===== config.mk =====
export PLATFORM = sky130hd
export DESIGN_NAME = dbgtcm_arbiter_flat
export DESIGN_NICKNAME = d
export VERILOG_FILES = /design/src/rtl/dbgtcm_arbiter_pkg.sv /design/src/rtl/dbgtcm_arbiter_if.sv /design/src/rtl/dbgtcm_arb_slot.sv /design/src/rtl/dbgtcm_arbiter.sv /design/src/flat_wrapper.sv
export SDC_FILE = /design/constraint.sdc
export NUM_CORES = 1
export LEC_CHECK = 0
export CAP_MARGIN = 0
export CORE_MARGIN = 2
export CORE_UTILIZATION = 45
export DETAILED_ROUTE_END_ITERATION = 12
export GPL_ROUTABILITY_DRIVEN = 0
export PLACE_DENSITY_LB_ADDON = 0.1
export RECOVER_POWER = 50
export SETUP_SLACK_MARGIN = 0.3
export SLEW_MARGIN = 25
export SYNTH_ARGS = -nofsm -noshare
export SYNTH_HDL_FRONTEND = slang
export SYNTH_SLANG_ARGS = --single-unit

===== constraint.sdc =====
create_clock -name clk -period 3 [get_ports clk]
set_input_delay 0.6 -clock clk [delete_from_list [all_inputs] [get_ports clk]]
set_output_delay 0.6 -clock clk [all_outputs]
set_load 0.03 [all_outputs]

===== src/rtl/dbgtcm_arbiter_pkg.sv =====
// Shared widths, access-size encodings and index types for the debug TCM arbiter.
// These values mirror the femto.vh bus macros, including the DBGTCM_ARB_PORTS count.
package dbgtcm_arbiter_pkg;

  localparam int BUS_WIDTH        = 32;
  localparam int BUS_ACC_WIDTH    = 2;
  localparam int DBGTCM_SIZE      = 256;
  localparam int DBGTCM_ARB_PORTS = 2;
  localparam int DBGTCM_AW        = $clog2(DBGTCM_SIZE);

  typedef enum logic [BUS_ACC_WIDTH-1:0] {
    BUS_ACC_1B = 2'd0,
    BUS_ACC_2B = 2'd1,
    BUS_ACC_4B = 2'd2
  } bus_acc_e;

  typedef logic [BUS_WIDTH-1:0]                bus_data_t;
  typedef logic [$clog2(DBGTCM_ARB_PORTS)-1:0] port_idx_t;

endpackage


===== src/rtl/dbgtcm_arbiter_if.sv =====
// Request/response bus used both on the upstream ports and toward the TCM controller.
// The busy signal is only meaningful on the upstream side.
interface dbgtcm_arbiter_if
  import dbgtcm_arbiter_pkg::*;
#(
  parameter int AW = DBGTCM_AW
) ();

  logic [AW-1:0]            addr;
  logic                     w_rb;
  logic [BUS_ACC_WIDTH-1:0] acc;
  bus_data_t                wdata;
  logic                     req;
  bus_data_t                rdata;
  logic                     resp;
  logic                     fault;
  logic                     busy;

  modport master (
    output addr, w_rb, acc, wdata, req,
    input  rdata, resp, fault, busy
  );

  modport slave (
    input  addr, w_rb, acc, wdata, req,
    output rdata, resp, fault, busy
  );

endinterface


===== src/rtl/dbgtcm_arb_slot.sv =====
// One-entry request buffer for a single arbiter port.
// Tracks whether the request is still buffered (pend) or granted and awaiting completion (infl).
module dbgtcm_arb_slot
  import dbgtcm_arbiter_pkg::*;
#(
  parameter int AW = DBGTCM_AW
) (
  input  logic                     clk,
  input  logic                     rstn,
  dbgtcm_arbiter_if.slave          port,
  input  logic                     grant,
  input  logic                     fault_in,
  input  logic                     resp_sel,
  input  bus_data_t                rdata_in,
  output logic                     pend,
  output logic [AW-1:0]            addr,
  output logic                     w_rb,
  output logic [BUS_ACC_WIDTH-1:0] acc,
  output bus_data_t                wdata
);

  logic infl;
  logic fault_q;
  logic busy;
  logic complete;

  assign busy = pend | infl;

  // A stray m_resp with nothing in flight (e.g. right after reset) must not surface.
  assign complete = rstn & resp_sel & infl;

  assign port.busy  = rstn & busy;
  assign port.fault = rstn & fault_q;
  assign port.resp  = complete;
  assign port.rdata = complete ? rdata_in : '0;

  always_ff @(posedge clk) begin
    if (!rstn) begin
      pend    <= 1'b0;
      infl    <= 1'b0;
      fault_q <= 1'b0;
      addr    <= '0;
      w_rb    <= 1'b0;
      acc     <= '0;
      wdata   <= '0;
    end else begin
      fault_q <= grant & fault_in;
      if (port.req && !busy) begin
        pend  <= 1'b1;
        addr  <= port.addr;
        w_rb  <= port.w_rb;
        acc   <= port.acc;
        wdata <= port.wdata;
      end
      if (complete) begin
        infl <= 1'b0;
      end
      if (grant) begin
        pend <= 1'b0;
        infl <= ~fault_in;
      end
    end
  end

endmodule


===== src/rtl/dbgtcm_arbiter.sv =====
// Round-robin arbiter sharing the single-ported debug TCM controller between the CPU
// data bus (p0) and the debug transport (p1); one grant per cycle, responses routed back by owner.
module dbgtcm_arbiter
  import dbgtcm_arbiter_pkg::*;
#(
  parameter int AW = DBGTCM_AW
) (
  input  logic             clk,
  input  logic             rstn,
  dbgtcm_arbiter_if.slave  p0,
  dbgtcm_arbiter_if.slave  p1,
  dbgtcm_arbiter_if.master m
);

  logic [DBGTCM_ARB_PORTS-1:0] pend;
  logic [DBGTCM_ARB_PORTS-1:0] grant;
  logic [DBGTCM_ARB_PORTS-1:0] resp_sel;
  logic [AW-1:0]               s_addr  [DBGTCM_ARB_PORTS];
  logic                        s_w_rb  [DBGTCM_ARB_PORTS];
  logic [BUS_ACC_WIDTH-1:0]    s_acc   [DBGTCM_ARB_PORTS];
  bus_data_t                   s_wdata [DBGTCM_ARB_PORTS];

  port_idx_t                rr;
  port_idx_t                owner;
  port_idx_t                sel;
  logic                     any;
  logic [AW-1:0]            hold_addr;
  logic                     hold_w_rb;
  logic [BUS_ACC_WIDTH-1:0] hold_acc;
  bus_data_t                hold_wdata;

  dbgtcm_arb_slot #(.AW(AW)) u_slot0 (
    .clk      (clk),
    .rstn     (rstn),
    .port     (p0),
    .grant    (grant[0]),
    .fault_in (m.fault),
    .resp_sel (resp_sel[0]),
    .rdata_in (m.rdata),
    .pend     (pend[0]),
    .addr     (s_addr[0]),
    .w_rb     (s_w_rb[0]),
    .acc      (s_acc[0]),
    .wdata    (s_wdata[0])
  );

  dbgtcm_arb_slot #(.AW(AW)) u_slot1 (
    .clk      (clk),
    .rstn     (rstn),
    .port     (p1),
    .grant    (grant[1]),
    .fault_in (m.fault),
    .resp_sel (resp_sel[1]),
    .rdata_in (m.rdata),
    .pend     (pend[1]),
    .addr     (s_addr[1]),
    .w_rb     (s_w_rb[1]),
    .acc      (s_acc[1]),
    .wdata    (s_wdata[1])
  );

  // rr only breaks ties; a lone pending port always wins immediately.
  always_comb begin
    any         = |pend;
    sel         = (&pend) ? rr : port_idx_t'(pend[1]);
    grant       = '0;
    if (rstn && any) begin
      grant[sel] = 1'b1;
    end
    resp_sel[0] = m.resp & (owner == port_idx_t'(0));
    resp_sel[1] = m.resp & (owner == port_idx_t'(1));
  end

  always_comb begin
    m.req   = rstn & any;
    m.addr  = hold_addr;
    m.w_rb  = hold_w_rb;
    m.acc   = hold_acc;
    m.wdata = hold_wdata;
    if (!rstn) begin
      m.addr  = '0;
      m.w_rb  = 1'b0;
      m.acc   = '0;
      m.wdata = '0;
    end else if (any) begin
      m.addr  = s_addr[sel];
      m.w_rb  = s_w_rb[sel];
      m.acc   = s_acc[sel];
      m.wdata = s_wdata[sel];
    end
  end

  // The hold registers keep the controller-side fields stable between grants.
  always_ff @(posedge clk) begin
    if (!rstn) begin
      rr         <= '0;
      owner      <= '0;
      hold_addr  <= '0;
      hold_w_rb  <= 1'b0;
      hold_acc   <= '0;
      hold_wdata <= '0;
    end else if (m.req) begin
      rr         <= ~sel;
      hold_addr  <= s_addr[sel];
      hold_w_rb  <= s_w_rb[sel];
      hold_acc   <= s_acc[sel];
      hold_wdata <= s_wdata[sel];
      if (!m.fault) begin
        owner <= sel;
      end
    end
  end

endmodule


===== src/flat_wrapper.sv =====
// flat-port wrapper written by rule: the top's interface ports become plain ports
module dbgtcm_arbiter_flat import dbgtcm_arbiter_pkg::*;
#(
  parameter int AW = DBGTCM_AW
)
  (clk, rstn, p0_addr, p0_w_rb, p0_acc, p0_wdata, p0_req, p0_rdata, p0_resp, p0_fault, p0_busy, p1_addr, p1_w_rb, p1_acc, p1_wdata, p1_req, p1_rdata, p1_resp, p1_fault, p1_busy, m_addr, m_w_rb, m_acc, m_wdata, m_req, m_rdata, m_resp, m_fault, m_busy);
  dbgtcm_arbiter_if #(.AW(AW)) p0_i ();
  dbgtcm_arbiter_if #(.AW(AW)) p1_i ();
  dbgtcm_arbiter_if #(.AW(AW)) m_i ();
  input  logic clk;
  input  logic rstn;
  input wire logic [$bits(p0_i.addr)-1:0] p0_addr;
  input wire logic [$bits(p0_i.w_rb)-1:0] p0_w_rb;
  input wire logic [$bits(p0_i.acc)-1:0] p0_acc;
  input wire logic [$bits(p0_i.wdata)-1:0] p0_wdata;
  input wire logic [$bits(p0_i.req)-1:0] p0_req;
  output wire logic [$bits(p0_i.rdata)-1:0] p0_rdata;
  output wire logic [$bits(p0_i.resp)-1:0] p0_resp;
  output wire logic [$bits(p0_i.fault)-1:0] p0_fault;
  output wire logic [$bits(p0_i.busy)-1:0] p0_busy;
  input wire logic [$bits(p1_i.addr)-1:0] p1_addr;
  input wire logic [$bits(p1_i.w_rb)-1:0] p1_w_rb;
  input wire logic [$bits(p1_i.acc)-1:0] p1_acc;
  input wire logic [$bits(p1_i.wdata)-1:0] p1_wdata;
  input wire logic [$bits(p1_i.req)-1:0] p1_req;
  output wire logic [$bits(p1_i.rdata)-1:0] p1_rdata;
  output wire logic [$bits(p1_i.resp)-1:0] p1_resp;
  output wire logic [$bits(p1_i.fault)-1:0] p1_fault;
  output wire logic [$bits(p1_i.busy)-1:0] p1_busy;
  output wire logic [$bits(m_i.addr)-1:0] m_addr;
  output wire logic [$bits(m_i.w_rb)-1:0] m_w_rb;
  output wire logic [$bits(m_i.acc)-1:0] m_acc;
  output wire logic [$bits(m_i.wdata)-1:0] m_wdata;
  output wire logic [$bits(m_i.req)-1:0] m_req;
  input wire logic [$bits(m_i.rdata)-1:0] m_rdata;
  input wire logic [$bits(m_i.resp)-1:0] m_resp;
  input wire logic [$bits(m_i.fault)-1:0] m_fault;
  input wire logic [$bits(m_i.busy)-1:0] m_busy;
  assign p0_i.addr = p0_addr;
  assign p0_i.w_rb = p0_w_rb;
  assign p0_i.acc = p0_acc;
  assign p0_i.wdata = p0_wdata;
  assign p0_i.req = p0_req;
  assign p0_rdata = p0_i.rdata;
  assign p0_resp = p0_i.resp;
  assign p0_fault = p0_i.fault;
  assign p0_busy = p0_i.busy;
  assign p1_i.addr = p1_addr;
  assign p1_i.w_rb = p1_w_rb;
  assign p1_i.acc = p1_acc;
  assign p1_i.wdata = p1_wdata;
  assign p1_i.req = p1_req;
  assign p1_rdata = p1_i.rdata;
  assign p1_resp = p1_i.resp;
  assign p1_fault = p1_i.fault;
  assign p1_busy = p1_i.busy;
  assign m_addr = m_i.addr;
  assign m_w_rb = m_i.w_rb;
  assign m_acc = m_i.acc;
  assign m_wdata = m_i.wdata;
  assign m_req = m_i.req;
  assign m_i.rdata = m_rdata;
  assign m_i.resp = m_resp;
  assign m_i.fault = m_fault;
  assign m_i.busy = m_busy;
  dbgtcm_arbiter #(.AW(AW)) u_core (.clk(clk), .rstn(rstn), .p0(p0_i), .p1(p1_i), .m(m_i));
endmodule

==> images/layer_met1.png <==
The bar under the picture is 20 µm long.
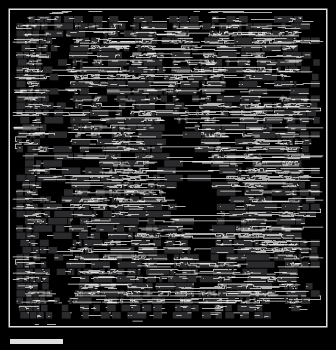
- longest straight run: 35.4 µm
- main direction: horizontal
- nets with wire on the layer: 851
- share of all routed wire: 40%

==> commit_impl_results.txt <==
Store results of the implementation flow

- The chip occupies around 14000 µm².
- Across all register-to-register paths, the minimum setup slack is slightly above 0.9 ns.
- Power comes to approximately 0.0048 W.
* H-tree level count: 4
- Clock skew after layout: 0.00830 ns
- Instance count along the most critical hold path: 2
- Number of sinks on the clock net: ~140
* Maximum number of pins on one net before global-route repair: ~90
* Number of filler cells placed in the layout: 1043
- Fin util: 68.5%
* Clock tree root driver cell: sky130_fd_sc_hd__clkbuf_16
- After synthesis the cells add up to ~6000 µm².
- For reference, the most critical setup path is categorized as flip-flop to primary output.
- Number of hold buffers added after cts: 0
* Final setup TNS: 0 ns
- Initial cell density of the core: 45.5%
- Placement row count: around 42
* Non-filler cells in the finished layout: 1049
* Number of nets in the layout: 985
- Sequential cells burn approximately two fifths of the power.
- Hold is met by between 0.4 and 0.5 ns.
- Critical hold path startpoint: u_core.u_slot0.wdata[4]$_SDFFE_PN0P_
- Number of global-route vias before repair: between 5000 and 6000
* Status: finished, violations left
* Total placed cells including tap cells: between 1000 and 1500
* Max-cap violation count: 1
- The routed design shows a wire length per standard cell of roughly 17 µm.
* Failing checks: max-capacitance violations, max-slew violations
- Prior to clock tree synthesis, the placed netlist has a worst setup slack of approximately 0.098 ns.
* Critical path capture point type: primary output
- Max-slew check failures listed in the final report amount to roughly 90.
- Final Cycle Share: roughly nine tenths
==> images/layer_met2.png <==
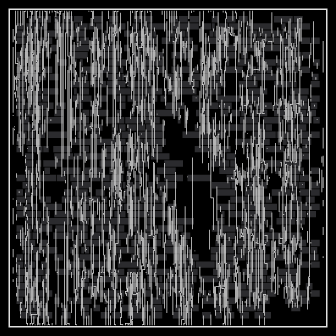
- nets with wire on the layer: 857
- wire length on this layer: 9300 µm
wirelength, routed: 18300 µm
fraction of met2 tracks used by global routing: 45.3%
routed via count: 5684

==> state kept, by name (all words and copies together), names as in the netlist, 8 cells and up <==
name                  flops
u_core.hold_wdata        32
u_core.u_slot0.wdata     32
u_core.u_slot1.wdata     32
u_core.hold_addr          8
u_core.u_slot0.addr       8
u_core.u_slot1.addr       8
==> final cells by class <==
type	instances	area, µm²	area share (%)
Clock buffer	18	429	4.79
Clock inverter	14	174	1.94
Timing Repair Buffer	254	2460	27.5
Multi-Input combinational cell	444	2910	32.4
Tap cell	176	220	2.46
Inverter	6	22.5	0.251
Sequential cell	137	2750	30.7
==> cells by family after synthesis <==
group                  share of synthesized area (%)
AOI/OAI and AO/OA                               19.4
DFF                                             46.0
buffers and inverters                           5.48
and+or+nand+nor                                 21.8
muxes                                           7.23
==> worst max-delay path, stage by stage, from the launching register on <==
cell and delay (ns):
sky130_fd_sc_hd__dfxtp_4 0.44, sky130_fd_sc_hd__nand2b_1 0.12, sky130_fd_sc_hd__and3_1 0.28, sky130_fd_sc_hd__buf_4 0.22
sky130_fd_sc_hd__a221o_1 0.42, sky130_fd_sc_hd__buf_12 0.16
==> per-layer routing <==
| layer | global-route usage, % | routed length, µm | share of wire [%] | vias to the layer above |
|---|---|---|---|---|
| met1 | 26.9 | 7270 | 40 | 2710 |
| met5 | 0 | 0 | 0 | - |
| met3 | 7.33 | 1310 | 7.2 | 30 |
| met2 | 45.3 | 9300 | 51 | 234 |
| met4 | 10.4 | 461 | 2.5 | 0 |
| li1 | - | - | - | 2710 |
==> cell usage after synthesis <==
library cell / number / area share [%]
sky130_fd_sc_hd__dfxtp_1: 137 / 46
sky130_fd_sc_hd__and2_1: 111 / 12
sky130_fd_sc_hd__a221o_1: 88 / 15
sky130_fd_sc_hd__nand2_1: 87 / 5.5
sky130_fd_sc_hd__nor2_1: 51 / 3.2
sky130_fd_sc_hd__a21oi_1: 46 / 3.9
sky130_fd_sc_hd__mux2i_1: 43 / 7.2
sky130_fd_sc_hd__clkbuf_1: 29 / 1.8
sky130_fd_sc_hd__buf_2: 12 / 1.0
sky130_fd_sc_hd__buf_4: 7 / 0.88
sky130_fd_sc_hd__buf_6: 7 / 1.3
sky130_fd_sc_hd__inv_1: 6 / 0.38
sky130_fd_sc_hd__and3_1: 2 / 0.21
sky130_fd_sc_hd__nand3_1: 2 / 0.17
sky130_fd_sc_hd__nor3_1: 2 / 0.17
sky130_fd_sc_hd__nor3b_1: 2 / 0.25
sky130_fd_sc_hd__a21boi_2: 1 / 0.19
sky130_fd_sc_hd__a22oi_1: 1 / 0.13
sky130_fd_sc_hd__a31oi_1: 1 / 0.11
sky130_fd_sc_hd__buf_1: 1 / 0.063
sky130_fd_sc_hd__nand2b_4: 1 / 0.23
sky130_fd_sc_hd__nor2b_1: 1 / 0.11
sky130_fd_sc_hd__nor3b_2: 1 / 0.21
sky130_fd_sc_hd__o21a_1: 1 / 0.13
sky130_fd_sc_hd__o21ai_0: 1 / 0.084
sky130_fd_sc_hd__o21bai_1: 1 / 0.13
sky130_fd_sc_hd__or3b_2: 1 / 0.15
==> what timing repair did <==
action / in CTS / in global routing
resized: 4 / 1
setup endpoints to repair: 47 / 36
cloned: 0 / 1
Power and IR drop assume default switching activity.
